**config.mk**
```make
export PLATFORM = sky130hd
export DESIGN_NAME = secuenciador_ud_flat
export DESIGN_NICKNAME = d
export VERILOG_FILES = /design/src/rtl/secuenciador_ud_if.sv /design/src/rtl/secuenciador_ud.sv /design/src/flat_wrapper.sv
export SDC_FILE = /design/constraint.sdc
export NUM_CORES = 1
export LEC_CHECK = 0
export CORE_MARGIN = 3
export CORE_UTILIZATION = 42
export DETAILED_ROUTE_END_ITERATION = 16
export PLACE_DENSITY = 0.76
export SYNTH_ARGS = -nofsm -noshare
export SYNTH_HDL_FRONTEND = slang
export SYNTH_SLANG_ARGS = --single-unit
```
**constraint.sdc**
```tcl
create_clock -name clk -period 1.8 [get_ports clk]
set_input_delay 0.36 -clock clk [delete_from_list [all_inputs] [get_ports clk]]
set_output_delay 0.36 -clock clk [all_outputs]
set_load 0.005 [all_outputs]
```
**src/rtl/secuenciador_ud_if.sv**
```systemverilog
// Request/strobe bundle between the SD start logic, secuenciador_ud and UnidadDatos.
// master drives the request fields; slave is the control unit that drives the strobes.
interface secuenciador_ud_if;
  logic       xs;
  logic       op;
  logic [1:0] src1;
  logic [1:0] src2;
  logic [1:0] dst;
  logic       Ra;
  logic       Rb;
  logic       Rc;
  logic       Rac;
  logic       Wa;
  logic       Wb;
  logic       Wc;
  logic       Wac;
  logic       Wt;
  logic       S;
  logic       R;
  logic       busy;
  logic       done;
  logic       err;

  modport master (
    output xs, op, src1, src2, dst,
    input  Ra, Rb, Rc, Rac, Wa, Wb, Wc, Wac, Wt, S, R, busy, done, err
  );

  modport slave (
    input  xs, op, src1, src2, dst,
    output Ra, Rb, Rc, Rac, Wa, Wb, Wc, Wac, Wt, S, R, busy, done, err
  );
endinterface

```
**src/rtl/secuenciador_ud.sv**
```systemverilog
// Moore control unit sequencing one Z <= X op Y transfer on UnidadDatos per start request.
// Define UC_GUARD_EN to insert an idle bus-turnaround GAP cycle after LOAD_T and after EXEC.
module secuenciador_ud (
  input  logic             clk,
  input  logic             reset,
  secuenciador_ud_if.slave bus_if
);

  typedef enum logic [2:0] {
    ST_IDLE   = 3'd0,
    ST_LOAD_T = 3'd1,
    ST_EXEC   = 3'd2,
    ST_WRITE  = 3'd3,
    ST_DONE   = 3'd4,
    ST_GAP1   = 3'd5,
    ST_GAP2   = 3'd6
  } state_e;

  state_e     state_q, state_d;
  logic       op_q, op_d;
  logic [1:0] src1_q, src1_d;
  logic [1:0] src2_q, src2_d;
  logic [1:0] dst_q, dst_d;
  logic       ill_q, ill_d;

  logic [3:0] rd_s;
  logic [3:0] wr_s;
  logic       wt_s;
  logic       s_s;
  logic       r_s;
  logic       busy_s;
  logic       done_s;
  logic       err_s;

  // Operand select to one-hot {Ra, Rb, Rc, Rac}.
  function automatic logic [3:0] rd_dec(input logic [1:0] sel);
    case (sel)
      2'b00:   rd_dec = 4'b1000;
      2'b01:   rd_dec = 4'b0100;
      2'b10:   rd_dec = 4'b0010;
      2'b11:   rd_dec = 4'b0001;
      default: rd_dec = 4'b0000;
    endcase
  endfunction

  // Destination select to one-hot {Wa, Wb, Wc, Wac}; AC is never a destination.
  function automatic logic [3:0] wr_dec(input logic [1:0] sel);
    case (sel)
      2'b00:   wr_dec = 4'b1000;
      2'b01:   wr_dec = 4'b0100;
      2'b10:   wr_dec = 4'b0010;
      default: wr_dec = 4'b0000;
    endcase
  endfunction

  // State and latched request fields.
  always_ff @(posedge clk) begin
    if (reset) begin
      state_q <= ST_IDLE;
      op_q    <= 1'b0;
      src1_q  <= 2'b00;
      src2_q  <= 2'b00;
      dst_q   <= 2'b00;
      ill_q   <= 1'b0;
    end else begin
      state_q <= state_d;
      op_q    <= op_d;
      src1_q  <= src1_d;
      src2_q  <= src2_d;
      dst_q   <= dst_d;
      ill_q   <= ill_d;
    end
  end

  // Next state; an illegal destination skips straight to DONE to report err.
  always_comb begin
    state_d = state_q;
    case (state_q)
      ST_IDLE: begin
        if (bus_if.xs) begin
          if (bus_if.dst == 2'b11) begin
            state_d = ST_DONE;
          end else begin
            state_d = ST_LOAD_T;
          end
        end else begin
          state_d = ST_IDLE;
        end
      end
`ifdef UC_GUARD_EN
      ST_LOAD_T: state_d = ST_GAP1;
      ST_EXEC:   state_d = ST_GAP2;
`else
      ST_LOAD_T: state_d = ST_EXEC;
      ST_EXEC:   state_d = ST_WRITE;
`endif
      ST_GAP1:   state_d = ST_EXEC;
      ST_GAP2:   state_d = ST_WRITE;
      ST_WRITE:  state_d = ST_DONE;
      ST_DONE:   state_d = ST_IDLE;
      default:   state_d = ST_IDLE;
    endcase
  end

  // Request fields are captured only when a start is accepted, then held.
  always_comb begin
    op_d   = op_q;
    src1_d = src1_q;
    src2_d = src2_q;
    dst_d  = dst_q;
    ill_d  = ill_q;
    if ((state_q == ST_IDLE) && bus_if.xs) begin
      op_d   = bus_if.op;
      src1_d = bus_if.src1;
      src2_d = bus_if.src2;
      dst_d  = bus_if.dst;
      ill_d  = (bus_if.dst == 2'b11);
    end else begin
      ill_d  = ill_q;
    end
  end

  // Moore strobe decode from state and latched fields.
  always_comb begin
    rd_s   = 4'b0000;
    wr_s   = 4'b0000;
    wt_s   = 1'b0;
    s_s    = 1'b0;
    r_s    = 1'b0;
    busy_s = 1'b0;
    done_s = 1'b0;
    err_s  = 1'b0;
    case (state_q)
      ST_LOAD_T: begin
        rd_s   = rd_dec(src1_q);
        wt_s   = 1'b1;
        busy_s = 1'b1;
      end
      ST_EXEC: begin
        // With src2 = AC the old AC drives the bus while Wac captures the ALU result.
        rd_s   = rd_dec(src2_q);
        wr_s   = 4'b0001;
        s_s    = ~op_q;
        r_s    = op_q;
        busy_s = 1'b1;
      end
      ST_WRITE: begin
        rd_s   = 4'b0001;
        wr_s   = wr_dec(dst_q);
        busy_s = 1'b1;
      end
      ST_GAP1, ST_GAP2: busy_s = 1'b1;
      ST_DONE: begin
        done_s = ~ill_q;
        err_s  = ill_q;
      end
      default: busy_s = 1'b0;
    endcase
  end

  assign bus_if.Ra   = rd_s[3];
  assign bus_if.Rb   = rd_s[2];
  assign bus_if.Rc   = rd_s[1];
  assign bus_if.Rac  = rd_s[0];
  assign bus_if.Wa   = wr_s[3];
  assign bus_if.Wb   = wr_s[2];
  assign bus_if.Wc   = wr_s[1];
  assign bus_if.Wac  = wr_s[0];
  assign bus_if.Wt   = wt_s;
  assign bus_if.S    = s_s;
  assign bus_if.R    = r_s;
  assign bus_if.busy = busy_s;
  assign bus_if.done = done_s;
  assign bus_if.err  = err_s;

endmodule
```
**src/flat_wrapper.sv**
```systemverilog
// flat-port wrapper written by rule: the top's interface ports become plain ports
module secuenciador_ud_flat 
  (clk, reset, bus_if_xs, bus_if_op, bus_if_src1, bus_if_src2, bus_if_dst, bus_if_Ra, bus_if_Rb, bus_if_Rc, bus_if_Rac, bus_if_Wa, bus_if_Wb, bus_if_Wc, bus_if_Wac, bus_if_Wt, bus_if_S, bus_if_R, bus_if_busy, bus_if_done, bus_if_err);
  secuenciador_ud_if bus_if_i ();
  input  logic clk;
  input  logic reset;
  input wire logic [$bits(bus_if_i.xs)-1:0] bus_if_xs;
  input wire logic [$bits(bus_if_i.op)-1:0] bus_if_op;
  input wire logic [$bits(bus_if_i.src1)-1:0] bus_if_src1;
  input wire logic [$bits(bus_if_i.src2)-1:0] bus_if_src2;
  input wire logic [$bits(bus_if_i.dst)-1:0] bus_if_dst;
  output wire logic [$bits(bus_if_i.Ra)-1:0] bus_if_Ra;
  output wire logic [$bits(bus_if_i.Rb)-1:0] bus_if_Rb;
  output wire logic [$bits(bus_if_i.Rc)-1:0] bus_if_Rc;
  output wire logic [$bits(bus_if_i.Rac)-1:0] bus_if_Rac;
  output wire logic [$bits(bus_if_i.Wa)-1:0] bus_if_Wa;
  output wire logic [$bits(bus_if_i.Wb)-1:0] bus_if_Wb;
  output wire logic [$bits(bus_if_i.Wc)-1:0] bus_if_Wc;
  output wire logic [$bits(bus_if_i.Wac)-1:0] bus_if_Wac;
  output wire logic [$bits(bus_if_i.Wt)-1:0] bus_if_Wt;
  output wire logic [$bits(bus_if_i.S)-1:0] bus_if_S;
  output wire logic [$bits(bus_if_i.R)-1:0] bus_if_R;
  output wire logic [$bits(bus_if_i.busy)-1:0] bus_if_busy;
  output wire logic [$bits(bus_if_i.done)-1:0] bus_if_done;
  output wire logic [$bits(bus_if_i.err)-1:0] bus_if_err;
  assign bus_if_i.xs = bus_if_xs;
  assign bus_if_i.op = bus_if_op;
  assign bus_if_i.src1 = bus_if_src1;
  assign bus_if_i.src2 = bus_if_src2;
  assign bus_if_i.dst = bus_if_dst;
  assign bus_if_Ra = bus_if_i.Ra;
  assign bus_if_Rb = bus_if_i.Rb;
  assign bus_if_Rc = bus_if_i.Rc;
  assign bus_if_Rac = bus_if_i.Rac;
  assign bus_if_Wa = bus_if_i.Wa;
  assign bus_if_Wb = bus_if_i.Wb;
  assign bus_if_Wc = bus_if_i.Wc;
  assign bus_if_Wac = bus_if_i.Wac;
  assign bus_if_Wt = bus_if_i.Wt;
  assign bus_if_S = bus_if_i.S;
  assign bus_if_R = bus_if_i.R;
  assign bus_if_busy = bus_if_i.busy;
  assign bus_if_done = bus_if_i.done;
  assign bus_if_err = bus_if_i.err;
  secuenciador_ud u_core (.clk(clk), .reset(reset), .bus_if(bus_if_i));
endmodule
```
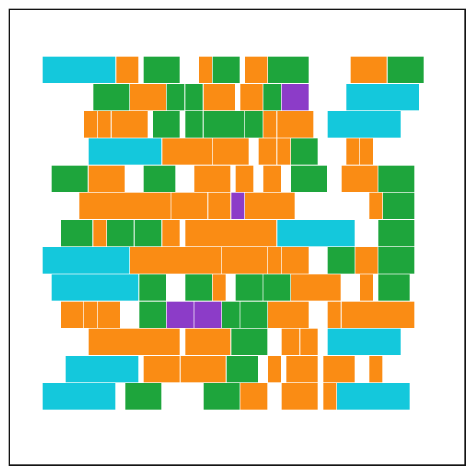
(placed cells, one colour a class)
Drawn at 10 px/um.
Green marks remaining buffers and delay cells, cells 36, share of their area 28%. Cyan marks sequential cells, cells 11, share of their area 22%. Orange marks remaining logic cells, cells 58, share of their area 48%. Purple marks clock drivers and dummy loads, cells 4, share of their area 2.5%.

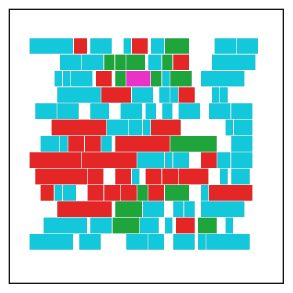
(drive-strength map)
Drawn at 6 px/um.
Green marks x2, cells 14, most used buf_2. Red marks x3 and x4, cells 28, most used buf_4. Cyan marks x1 and smaller, cells 66, most used nor2_1. Magenta marks x6 and larger, cells 1, most used buf_6.

==> flow_metrics.py <==
# Physical implementation metrics
metrics = {
    "status": {
        "outcome": "complete, but fails checks",
        "violations": "negative setup slack",
    },
    "route": {
        "drtIter0Drc": 10,
        "routed_wl_mm": 1.830,
        "num_vias": 651,
        "via_per_inst": 5.250,
        "drc": 0,
        "drtAntennaViolNets": 0,
    },
    "synthesis": {
        "fp_nets": 87,
        "xor_area_share_pct": 0,
        "ys_seq_share_pct": 33.72,
        "ff_type": "dfxtp_1",
        "fa_ha_area_share_pct": 9.579,
        "syn_area_um2": 653.1,
        "ys_sh_aoi_pct": 13.79,
        "ys_sh_mux_pct": 12.26,
        "yosysChipArea_um2": 653.1,
        "syn_area_per_cell_um2": 9.071,
        "synth_top_area_share_pct": 33.72,
        "synth.distinct_cells": 26,
    },
    "final_layout": {
        "nMultiInputCombCells": 53,
        "nNetsFinal": 125,
        "utilization_pct": 77.38,
        "largest_class": "logic gates",
        "lay_top_cells": "12 x buf_4, 11 x nor2_1, 9 x clkdlybuf4s50_1, 8 x mux2i_1, 8 x dfxtp_1",
        "buf_share_pct": 27.72,
        "sh_seq_area_pct": 21.40,
        "final_common_cell": "buf_4",
        "seq_area_um2": 229.0,
        "final_layout_size_suffix_gt1_share_pct": 39.45,
        "multiInputGateArea_um2": 475.5,
        "num-nonclk-buffers": 36,
        "clock_area_share_pct": 2.456,
    },
    "setup_path": {
        "r2r_end": "u_core.state_q[2]$_SDFF_PP0_",
        "reg2reg_depth": 7,
        "worstPathMaxFanout": 4,
        "r2r_start": "u_core.state_q[1]$_SDFF_PP0_",
        "reg2reg_setup_slack_ns": 0.33,
        "arrival_ns": 1.44,
        "crit_end": "bus_if_Rb",
    },
    "pwr": {
        "internal_power_uw": 755.6,
        "switching_share_pct": 36.61,
        "pg_clk_uw": 178,
        "power_density_mw_per_mm2": 1114,
        "power_leader": "combinational logic",
        "power.share.clock_pct": 14.9,
        "pg_seq_uw": 373,
        "p_comb_uw": 641,
    },
    "timing": {
        "hold_viol_final": 0,
        "slew_headroom_pct": 77.52,
        "post-route-period-util_pct": 100.0,
        "setup_ws_ns": -0.0007790,
        "maxSlewViolCount": 0,
        "setup_viol": 1,
        "period_minus_slack_ns": 1.801,
    },
    "clock_tree": {
        "cts_max_level": 1,
        "tritoncts": "built",
        "clock_tree.buffer_depth": 2,
        "hold_buffers": 0,
    },
    "placement": {
        "dp_slack_ns": -0.1794,
        "post-place-cells": 116,
    },
    "grt": {
        "grt_pass1_wl_mm": 2.787,
        "antenna_found_initial": 0,
        "grt_pass1_vias": 636,
        "track_usage_pct": 19.37,
    },
    "job": {
        "cap_viol_max_count": 0,
    },
    "die": {
        "pin_count": 24,
        "die_w_um": 45.44,
        "core_mm2": 0.001383,
    },
}
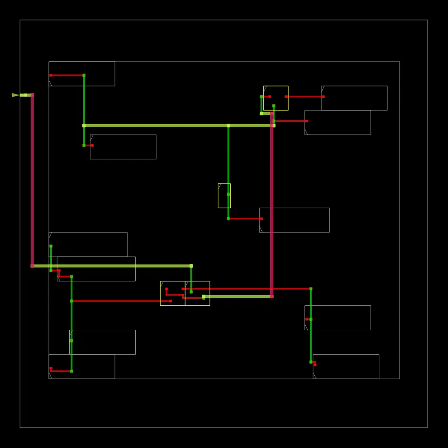
(the clock network)
Clock Skew: 0.002026 ns
clk latency late pin: 0.27 ns
Flops: 11
Num Clock Sinks: 11

## how the worst min path moves through the flow
stage	start	endpoint	slack, ns
global route	u_core.ill_q$_SDFFE_PP0P_	u_core.ill_q$_SDFFE_PP0P_	0.52
global placement	u_core.ill_q$_SDFFE_PP0P_	u_core.ill_q$_SDFFE_PP0P_	0.47
CTS	u_core.ill_q$_SDFFE_PP0P_	u_core.ill_q$_SDFFE_PP0P_	0.49
finish	u_core.ill_q$_SDFFE_PP0P_	u_core.ill_q$_SDFFE_PP0P_	0.49
detailed placement	u_core.ill_q$_SDFFE_PP0P_	u_core.ill_q$_SDFFE_PP0P_	0.48
floorplan	u_core.ill_q$_SDFFE_PP0P_	u_core.ill_q$_SDFFE_PP0P_	0.46
## cells in the mapped netlist, types with 3 or more instances
master and n:
a21oi_1 3, nor2_1 11, ha_1 5, nor2b_1 3, dfxtp_1 11, inv_1 5
mux2i_1 8, nand2_1 3
## critical path: stages, from the launching register on
cell and delay, ns:
dfxtp_4 0.37, inv_4 0.04, ha_4 0.15, nor2b_4 0.13
buf_6 0.12, a32o_1 0.24, buf_2 0.13
## layer usage
metal / share of wire (%) / vias up / track usage (%)
li1: - / 326 / -
met1: 40 / 303 / 21.39
met2: 53 / 18 / 33.15
met3: 5.7 / 4 / 5.138
met4: 2.1 / 0 / 10.53
met5: 0 / - / 0
## flip-flops by register name, indices dropped and copies added, names as in the netlist
| register | cells |
|---|---|
| u_core.state_q | 3 |
| u_core.op_q | 1 |
| u_core.ill_q | 1 |
| u_core.dst_q | 2 |
| u_core.src2_q | 2 |
| u_core.src1_q | 2 |
## repair_timing
action | CTS | global route
setup endpoints to repair | 14 | 9
gates resized | 53 | 8
pin swaps | 4 | 1
setup buffers | 4 | 0
Power and IR drop assume default switching activity.
